## config.mk

```make
export PLATFORM = sky130hd
export DESIGN_NAME = qracc_csr_flat
export DESIGN_NICKNAME = d
export VERILOG_FILES = /design/src/rtl/qracc_pkg.sv /design/src/rtl/qracc_ctrl_interface.sv /design/src/rtl/qracc_csr.sv /design/src/flat_wrapper.sv
export SDC_FILE = /design/constraint.sdc
export NUM_CORES = 1
export LEC_CHECK = 0
export CORE_MARGIN = 1
export CORE_UTILIZATION = 57
export CTS_CLUSTER_DIAMETER = 100
export DETAILED_ROUTE_END_ITERATION = 7
export PLACE_DENSITY_LB_ADDON = 0.08
export SETUP_SLACK_MARGIN = 0.02
export SYNTH_ARGS = -nofsm -noshare
export SYNTH_HDL_FRONTEND = slang
export SYNTH_SLANG_ARGS = --single-unit
```

## constraint.sdc

```tcl
create_clock -name clk -period 19.5 [get_ports clk]
set_clock_uncertainty 0.15 [all_clocks]
set_input_delay 3.9 -clock clk [delete_from_list [all_inputs] [get_ports clk]]
set_output_delay 3.9 -clock clk [all_outputs]
set_load 0.03 [all_outputs]
```

## src/rtl/qracc_pkg.sv

```systemverilog
// qracc_pkg: shared types and constants for the QRAcc control path.
//   - qracc_trigger_t : trigger codes issued to the controller
//   - qracc_config_t  : layer configuration snapshot consumed by the controller
//   - CSR index and CSR0 bit-position constants used by qracc_csr
//   - pack_config()   : packs the staging words CSR1..CSR5 into qracc_config_t
package qracc_pkg;

  localparam int unsigned NUM_CSRS = 6;
  localparam int unsigned ADDR_LSB = 2;

  // Codes 6 and 7 are not defined and are rejected at the CSR.
  typedef enum logic [2:0] {
    TRIGGER_IDLE            = 3'd0,
    TRIGGER_LOAD_ACTIVATION = 3'd1,
    TRIGGER_LOAD_WEIGHTS    = 3'd2,
    TRIGGER_COMPUTE_ANALOG  = 3'd3,
    TRIGGER_COMPUTE_DIGITAL = 3'd4,
    TRIGGER_READ_ACTIVATION = 3'd5
  } qracc_trigger_t;

  localparam logic [2:0] TRIGGER_LAST_VALID = 3'd5;

  localparam logic [2:0] CSR_MAIN           = 3'd0;
  localparam logic [2:0] CSR_CONFIG         = 3'd1;
  localparam logic [2:0] CSR_IFMAP_DIMS     = 3'd2;
  localparam logic [2:0] CSR_OFMAP_DIMS     = 3'd3;
  localparam logic [2:0] CSR_CHANNELS       = 3'd4;
  localparam logic [2:0] CSR_MAPPED_OFFSETS = 3'd5;

  localparam int unsigned CSR0_TRIG_LSB  = 0;
  localparam int unsigned CSR0_TRIG_MSB  = 2;
  localparam int unsigned CSR0_CLEAR     = 3;
  localparam int unsigned CSR0_BUSY      = 4;
  localparam int unsigned CSR0_IWM       = 5;
  localparam int unsigned CSR0_DROPPED   = 6;
  localparam int unsigned CSR0_STATE_LSB = 8;
  localparam int unsigned CSR0_STATE_MSB = 11;

  // CSR1 bits [3:2] are reserved and never stored.
  localparam logic [31:0] CSR1_WMASK = 32'hFFFF_FFF3;

  typedef struct packed {
    logic        binary_cfg;
    logic        unsigned_acts;
    logic [3:0]  adc_ref_range_shifts;
    logic [3:0]  filter_size_y;
    logic [3:0]  filter_size_x;
    logic [3:0]  stride_x;
    logic [3:0]  stride_y;
    logic [3:0]  n_input_bits_cfg;
    logic [3:0]  n_output_bits_cfg;
    logic [15:0] input_fmap_dimx;
    logic [15:0] input_fmap_dimy;
    logic [15:0] output_fmap_dimx;
    logic [15:0] output_fmap_dimy;
    logic [15:0] num_input_channels;
    logic [15:0] num_output_channels;
    logic [15:0] mapped_matrix_offset_x;
    logic [15:0] mapped_matrix_offset_y;
  } qracc_config_t;

  function automatic qracc_config_t pack_config(
    input logic [31:0] c1,
    input logic [31:0] c2,
    input logic [31:0] c3,
    input logic [31:0] c4,
    input logic [31:0] c5
  );
    qracc_config_t c;
    logic          unused_rsvd;
    unused_rsvd              = ^c1[3:2];
    c.binary_cfg             = c1[0];
    c.unsigned_acts          = c1[1];
    c.adc_ref_range_shifts   = c1[7:4];
    c.filter_size_y          = c1[11:8];
    c.filter_size_x          = c1[15:12];
    c.stride_x               = c1[19:16];
    c.stride_y               = c1[23:20];
    c.n_input_bits_cfg       = c1[27:24];
    c.n_output_bits_cfg      = c1[31:28];
    c.input_fmap_dimx        = c2[15:0];
    c.input_fmap_dimy        = c2[31:16];
    c.output_fmap_dimx       = c3[15:0];
    c.output_fmap_dimy       = c3[31:16];
    c.num_input_channels     = c4[15:0];
    c.num_output_channels    = c4[31:16];
    c.mapped_matrix_offset_x = c5[15:0];
    c.mapped_matrix_offset_y = c5[31:16];
    return c;
  endfunction

endpackage

```

## src/rtl/qracc_ctrl_interface.sv

```systemverilog
// qracc_ctrl_interface: host control bus, one word transfer per valid && ready.
//   data/addr/wen/valid : master -> slave
//   ready/read_data     : slave -> master
interface qracc_ctrl_interface;
  logic [31:0] data;
  logic [31:0] addr;
  logic        wen;
  logic        valid;
  logic        ready;
  logic [31:0] read_data;

  modport slave  (input  data, addr, wen, valid, output ready, read_data);
  modport master (output data, addr, wen, valid, input  ready, read_data);
endinterface

```

## src/rtl/qracc_csr.sv

```systemverilog
// qracc_csr: host-visible register bank in front of the QRAcc controller.
// Holds CSR0 (control/status) and the staging words CSR1..CSR5, snapshots the
// staging words into cfg_o when a trigger issues, and tracks controller busy.
// Ports:
//   clk, rst           : clock, asynchronous active-high reset
//   ctrl               : host bus slave (ready is registered, no backpressure)
//   done_i             : controller finished the current trigger
//   ctrl_state_i       : controller state, mirrored in CSR0[11:8]
//   cfg_o              : configuration snapshot taken at trigger issue
//   trigger_o          : trigger code, TRIGGER_IDLE outside the pulse
//   trigger_valid_o    : one-cycle strobe with trigger_o
//   clear_o            : one-cycle clear pulse
//   inst_write_mode_o  : level copy of CSR0[5]
//   busy_o             : trigger in flight
module qracc_csr
  import qracc_pkg::*;
(
  input  logic                clk,
  input  logic                rst,
  qracc_ctrl_interface.slave  ctrl,
  input  logic                done_i,
  input  logic [3:0]          ctrl_state_i,
  output qracc_config_t       cfg_o,
  output qracc_trigger_t      trigger_o,
  output logic                trigger_valid_o,
  output logic                clear_o,
  output logic                inst_write_mode_o,
  output logic                busy_o
);

  logic                      ready_q;
  logic [NUM_CSRS-1:1][31:0] stage_q, stage_d;
  logic                      iwm_q, iwm_d;
  logic                      dropped_q, dropped_d;
  logic [2:0]                last_trig_q, last_trig_d;
  logic                      busy_q, busy_d;
  qracc_config_t             cfg_q, cfg_d;
  qracc_trigger_t            trig_q, trig_d;
  logic                      trig_valid_q, trig_valid_d;
  logic                      clear_q, clear_d;
  logic [31:0]               read_data_q, read_data_d;

  logic        accept, wr_en, rd_en;
  logic [2:0]  csr_idx;
  logic [2:0]  wr_code;
  logic [31:0] csr0_val, rd_val;
  logic        unused_addr;

  assign accept      = ctrl.valid && ready_q;
  assign wr_en       = accept && ctrl.wen;
  assign rd_en       = accept && !ctrl.wen;
  assign csr_idx     = ctrl.addr[ADDR_LSB+2:ADDR_LSB];
  assign wr_code     = ctrl.data[CSR0_TRIG_MSB:CSR0_TRIG_LSB];
  assign unused_addr = ^{ctrl.addr[31:ADDR_LSB+3], ctrl.addr[ADDR_LSB-1:0]};

  always_comb begin
    csr0_val = '0;
    csr0_val[CSR0_TRIG_MSB:CSR0_TRIG_LSB]   = last_trig_q;
    csr0_val[CSR0_BUSY]                     = busy_q;
    csr0_val[CSR0_IWM]                      = iwm_q;
    csr0_val[CSR0_DROPPED]                  = dropped_q;
    csr0_val[CSR0_STATE_MSB:CSR0_STATE_LSB] = ctrl_state_i;

    case (csr_idx)
      CSR_MAIN:           rd_val = csr0_val;
      CSR_CONFIG:         rd_val = stage_q[CSR_CONFIG];
      CSR_IFMAP_DIMS:     rd_val = stage_q[CSR_IFMAP_DIMS];
      CSR_OFMAP_DIMS:     rd_val = stage_q[CSR_OFMAP_DIMS];
      CSR_CHANNELS:       rd_val = stage_q[CSR_CHANNELS];
      CSR_MAPPED_OFFSETS: rd_val = stage_q[CSR_MAPPED_OFFSETS];
      default:            rd_val = '0;
    endcase
  end

  always_comb begin
    stage_d      = stage_q;
    iwm_d        = iwm_q;
    dropped_d    = dropped_q;
    last_trig_d  = last_trig_q;
    cfg_d        = cfg_q;
    trig_d       = TRIGGER_IDLE;
    trig_valid_d = 1'b0;
    clear_d      = 1'b0;
    read_data_d  = rd_en ? rd_val : read_data_q;
    // done is applied before any trigger in the same cycle, so a trigger
    // arriving with done sees the controller as free.
    busy_d       = busy_q && !done_i;

    if (wr_en) begin
      case (csr_idx)
        CSR_MAIN: begin
          iwm_d = ctrl.data[CSR0_IWM];
          if (ctrl.data[CSR0_DROPPED]) dropped_d = 1'b0;
          if (ctrl.data[CSR0_CLEAR]) begin
            clear_d = 1'b1;
            busy_d  = 1'b0;
          end else if (wr_code != TRIGGER_IDLE) begin
            // A new drop in the same write wins over the W1C of the flag.
            if (wr_code > TRIGGER_LAST_VALID || busy_d) begin
              dropped_d = 1'b1;
            end else begin
              trig_d       = qracc_trigger_t'(wr_code);
              trig_valid_d = 1'b1;
              last_trig_d  = wr_code;
              busy_d       = 1'b1;
              cfg_d        = pack_config(stage_q[CSR_CONFIG], stage_q[CSR_IFMAP_DIMS],
                                         stage_q[CSR_OFMAP_DIMS], stage_q[CSR_CHANNELS],
                                         stage_q[CSR_MAPPED_OFFSETS]);
            end
          end
        end
        CSR_CONFIG:         stage_d[CSR_CONFIG]         = ctrl.data & CSR1_WMASK;
        CSR_IFMAP_DIMS:     stage_d[CSR_IFMAP_DIMS]     = ctrl.data;
        CSR_OFMAP_DIMS:     stage_d[CSR_OFMAP_DIMS]     = ctrl.data;
        CSR_CHANNELS:       stage_d[CSR_CHANNELS]       = ctrl.data;
        CSR_MAPPED_OFFSETS: stage_d[CSR_MAPPED_OFFSETS] = ctrl.data;
        default: ;
      endcase
    end
  end

  always_ff @(posedge clk or posedge rst) begin
    if (rst) begin
      ready_q      <= 1'b0;
      stage_q      <= '0;
      iwm_q        <= 1'b0;
      dropped_q    <= 1'b0;
      last_trig_q  <= '0;
      busy_q       <= 1'b0;
      cfg_q        <= '0;
      trig_q       <= TRIGGER_IDLE;
      trig_valid_q <= 1'b0;
      clear_q      <= 1'b0;
      read_data_q  <= '0;
    end else begin
      ready_q      <= 1'b1;
      stage_q      <= stage_d;
      iwm_q        <= iwm_d;
      dropped_q    <= dropped_d;
      last_trig_q  <= last_trig_d;
      busy_q       <= busy_d;
      cfg_q        <= cfg_d;
      trig_q       <= trig_d;
      trig_valid_q <= trig_valid_d;
      clear_q      <= clear_d;
      read_data_q  <= read_data_d;
    end
  end

  assign ctrl.ready        = ready_q;
  assign ctrl.read_data    = read_data_q;
  assign cfg_o             = cfg_q;
  assign trigger_o         = trig_q;
  assign trigger_valid_o   = trig_valid_q;
  assign clear_o           = clear_q;
  assign inst_write_mode_o = iwm_q;
  assign busy_o            = busy_q;

endmodule
```

## src/flat_wrapper.sv

```systemverilog
// flat-port wrapper written by rule: the top's interface ports become plain ports
module qracc_csr_flat import qracc_pkg::*;
  (clk, rst, done_i, ctrl_state_i, cfg_o, trigger_o, trigger_valid_o, clear_o, inst_write_mode_o, busy_o, ctrl_data, ctrl_addr, ctrl_wen, ctrl_valid, ctrl_ready, ctrl_read_data);
  qracc_ctrl_interface ctrl_i ();
  input  logic clk;
  input  logic rst;
  input  logic done_i;
  input  logic [3:0] ctrl_state_i;
  output qracc_config_t cfg_o;
  output qracc_trigger_t trigger_o;
  output logic trigger_valid_o;
  output logic clear_o;
  output logic inst_write_mode_o;
  output logic busy_o;
  input wire logic [$bits(ctrl_i.data)-1:0] ctrl_data;
  input wire logic [$bits(ctrl_i.addr)-1:0] ctrl_addr;
  input wire logic [$bits(ctrl_i.wen)-1:0] ctrl_wen;
  input wire logic [$bits(ctrl_i.valid)-1:0] ctrl_valid;
  output wire logic [$bits(ctrl_i.ready)-1:0] ctrl_ready;
  output wire logic [$bits(ctrl_i.read_data)-1:0] ctrl_read_data;
  assign ctrl_i.data = ctrl_data;
  assign ctrl_i.addr = ctrl_addr;
  assign ctrl_i.wen = ctrl_wen;
  assign ctrl_i.valid = ctrl_valid;
  assign ctrl_ready = ctrl_i.ready;
  assign ctrl_read_data = ctrl_i.read_data;
  qracc_csr u_core (.clk(clk), .rst(rst), .ctrl(ctrl_i), .done_i(done_i), .ctrl_state_i(ctrl_state_i), .cfg_o(cfg_o), .trigger_o(trigger_o), .trigger_valid_o(trigger_valid_o), .clear_o(clear_o), .inst_write_mode_o(inst_write_mode_o), .busy_o(busy_o));
endmodule
```

==> results.cfg <==
; flow metrics
[status]
outcome = finished, final reports clean

[floorplanning]
fp_util = 0.579
die-height_um = 164
row_count = 59

[synth]
yosys_area_um2 = 15000
yosys.area.top_type_share = 0.601
syn_nets = 1039
synth.ff_latch_count = 360
syn_avg_cell_area_um2 = 15.5

[detailed_routing]
wire_per_inst_um = 23.3
firstDrtPassIters = 5
drtIter0Drc = 563

[global_routing]
antenna_found_initial = 1

[final_layout]
final_cells = 1558
drive_above_1_share = 0.338

[final_timing]
rsz0062_at_grt = no
worst_pin_slew_ps = 1100
fin_crit_ps = 7770
drv_slew = 0

[critical_path]
worstSetupStartpoint = ctrl_addr[4]
path_max_fanout = 66
path_cells = buf_2 -> buf_4 -> nand4b_4 -> nor3_4 -> nand3_4 -> buf_4 -> buf_4 -> mux2_2
cp_common_cell = buf_4
slowest_delay_ps = 970

[place]
dp_hpwl_um = 21900
place_congestion = 0.754

[hold_path]
min_path_cells = 1

[clock_network]
ctsResizeCount = 0
-- state kept, by name, summed over array words and instances (netlist names), 3 cells and up --
register and flops:
u_core.stage_q 158, u_core.ctrl.read_data 32, u_core.cfg_o 158, u_core.trigger_o 3, u_core.last_trig_q 3
-- Yosys cell counts, types with 2 or more instances --
cell type  number
buf_2          24
a21oi_1         6
nor3_1          4
a22o_1          6
nand3_1         2
o211ai_1       23
mux2_2        229
nand3b_1        2
o221ai_1        3
a32oi_1         2
nor2_1         11
mux2_4         90
a31oi_1         3
dfrtp_1       360
a32o_1         24
clkbuf_1       28
buf_1           5
inv_1           3
o22ai_1         3
a22oi_1         4
nand2_1        25
a221o_1        26
mux2i_1        35
and2_1          4
o21ai_0         6
buf_6          10
nand2b_1        5
nor2b_1         4
a221oi_1        2
and3b_1         3
-- power by group --
group	internal (uW)	switching, uW
Sequential	841	70.4
Combinational	150	146
Clock	421	295
Total	1410	512
-- worst max-delay path, delay by kind of cell --
family,cells,cell delay [ps]
buffers and inverters,4,2480
and+or+nand+nor,3,1060
muxes,1,430
-- per-layer routing --
metal | vias up | part of all wire
met5 | - | 0
met4 | 0 | 0.024
met3 | 62 | 0.067
met2 | 265 | 0.47
met1 | 4798 | 0.43
li1 | 4027 | -
-- layout by cell type (no fill, tap or decap), types with 3 or more instances in the layout --
cell	count
buf_4	17
clkbuf_1	4
mux2_2	229
dfrtp_1	360
a221o_1	26
a21oi_1	5
clkbuf_8	9
o22ai_1	3
clkdlybuf4s50_1	238
clkinv_2	6
o211ai_1	23
o221ai_1	3
a31oi_1	3
mux2i_1	35
a22oi_1	4
clkinvlp_4	3
and3b_1	3
mux2_4	90
and2_1	4
a32o_1	24
nand2b_1	5
nand2_1	25
clkbuf_16	38
o21ai_0	6
nor2_1	9
nor3_1	3
a22o_1	6
nor2b_4	3
-- through the flow --
stage                util  worst slack (ps)  area (um^2)  total power, uW  hold slack [ps]
CTS                 0.730             11730        18900             1940              345
detailed placement  0.681             11170        17700             1220              331
global route        0.730             11550        18900             2000              360
floorplan               -              5460        15000             1100              317
finish              0.730             11730        18900             1920              340
global placement    0.681             11220        17700             1210              323
-- kinds of logic (layout without fill, tap and decap cells) --
group | after synthesis | in the layout | share of synthesized area
compound gates | 110 | 110 | 0.0620
buf+inv | 70 | 326 | 0.0245
flops | 360 | 360 | 0.601
mux | 355 | 355 | 0.286
other cells | 1 | 2 | 0.000250
simple gates | 70 | 70 | 0.0264
-- final cells by class --
| cell class | instances | area (um^2) |
|---|---|---|
| well taps | 335 | 419 |
| clock buffers | 51 | 1090 |
| fillers | 1734 | 7000 |
| diodes | 1 | 2.50 |
| flip-flops and latches | 360 | 9010 |
| inverters | 3 | 18.8 |
| repair buffers | 257 | 2520 |
| clock inverters | 15 | 163 |
| multi-input cells | 536 | 5690 |
Congestion heat map:
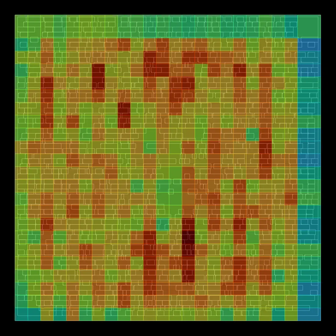
GR Layer Usage met1: 0.377
busiest grt layer: met2
M3 GR Usage: 0.0652

Metal 1:
The bar under the picture is 50 um long. Supply wires on this layer in grey.
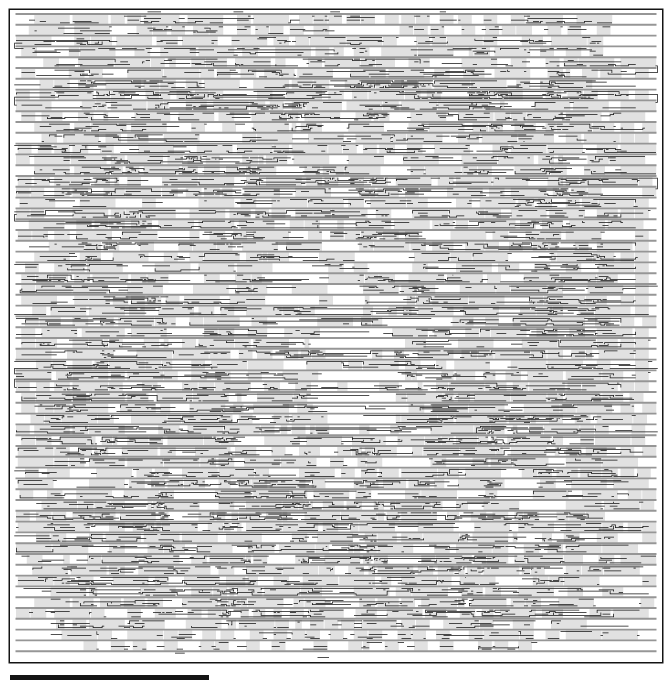
nets with wire on the layer: 1082
wire length on this layer: 15800 um
main direction: horizontal
share of all routed wire: 43%
longest straight run: 52.9 um

I/O nets highlighted:
The bar under the picture is 50 um long.
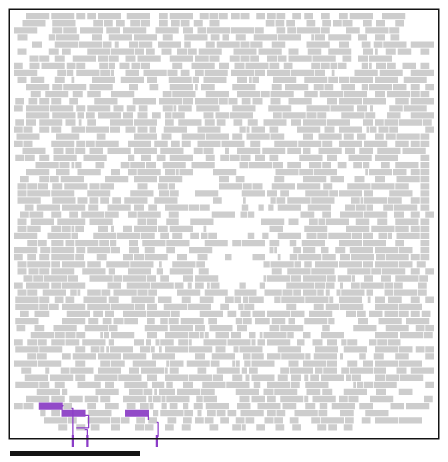
[`trigger_o`] purple | bits: 3 | direction: output | edge: bottom | end cells: 3 | buffers: 3 | wire: 35.1 um
Ports: 271
I/O Buffers: 241

Where the registers sit:
The bar under the picture is 50 um long.
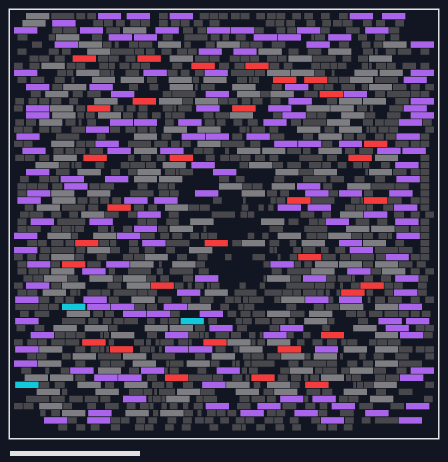
[`u_core.last_trig_q`] cyan | placed flops: 3
[`u_core.cfg_o`] purple | placed flops: 158 | where: widely spread
[`u_core.ctrl.read_data`] red | placed flops: 32 | where: widely spread
not coloured: 167

Signal wires by layer:
Only two layers are drawn.
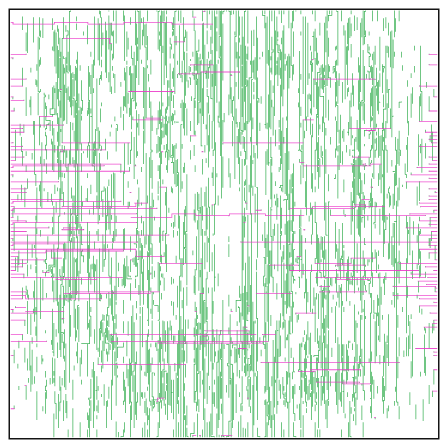
[metal 2] green | wire length: 17200 um
[metal 3] magenta | wire length: 2450 um

No activity file was given, so power comes from the tool's default toggle rates.
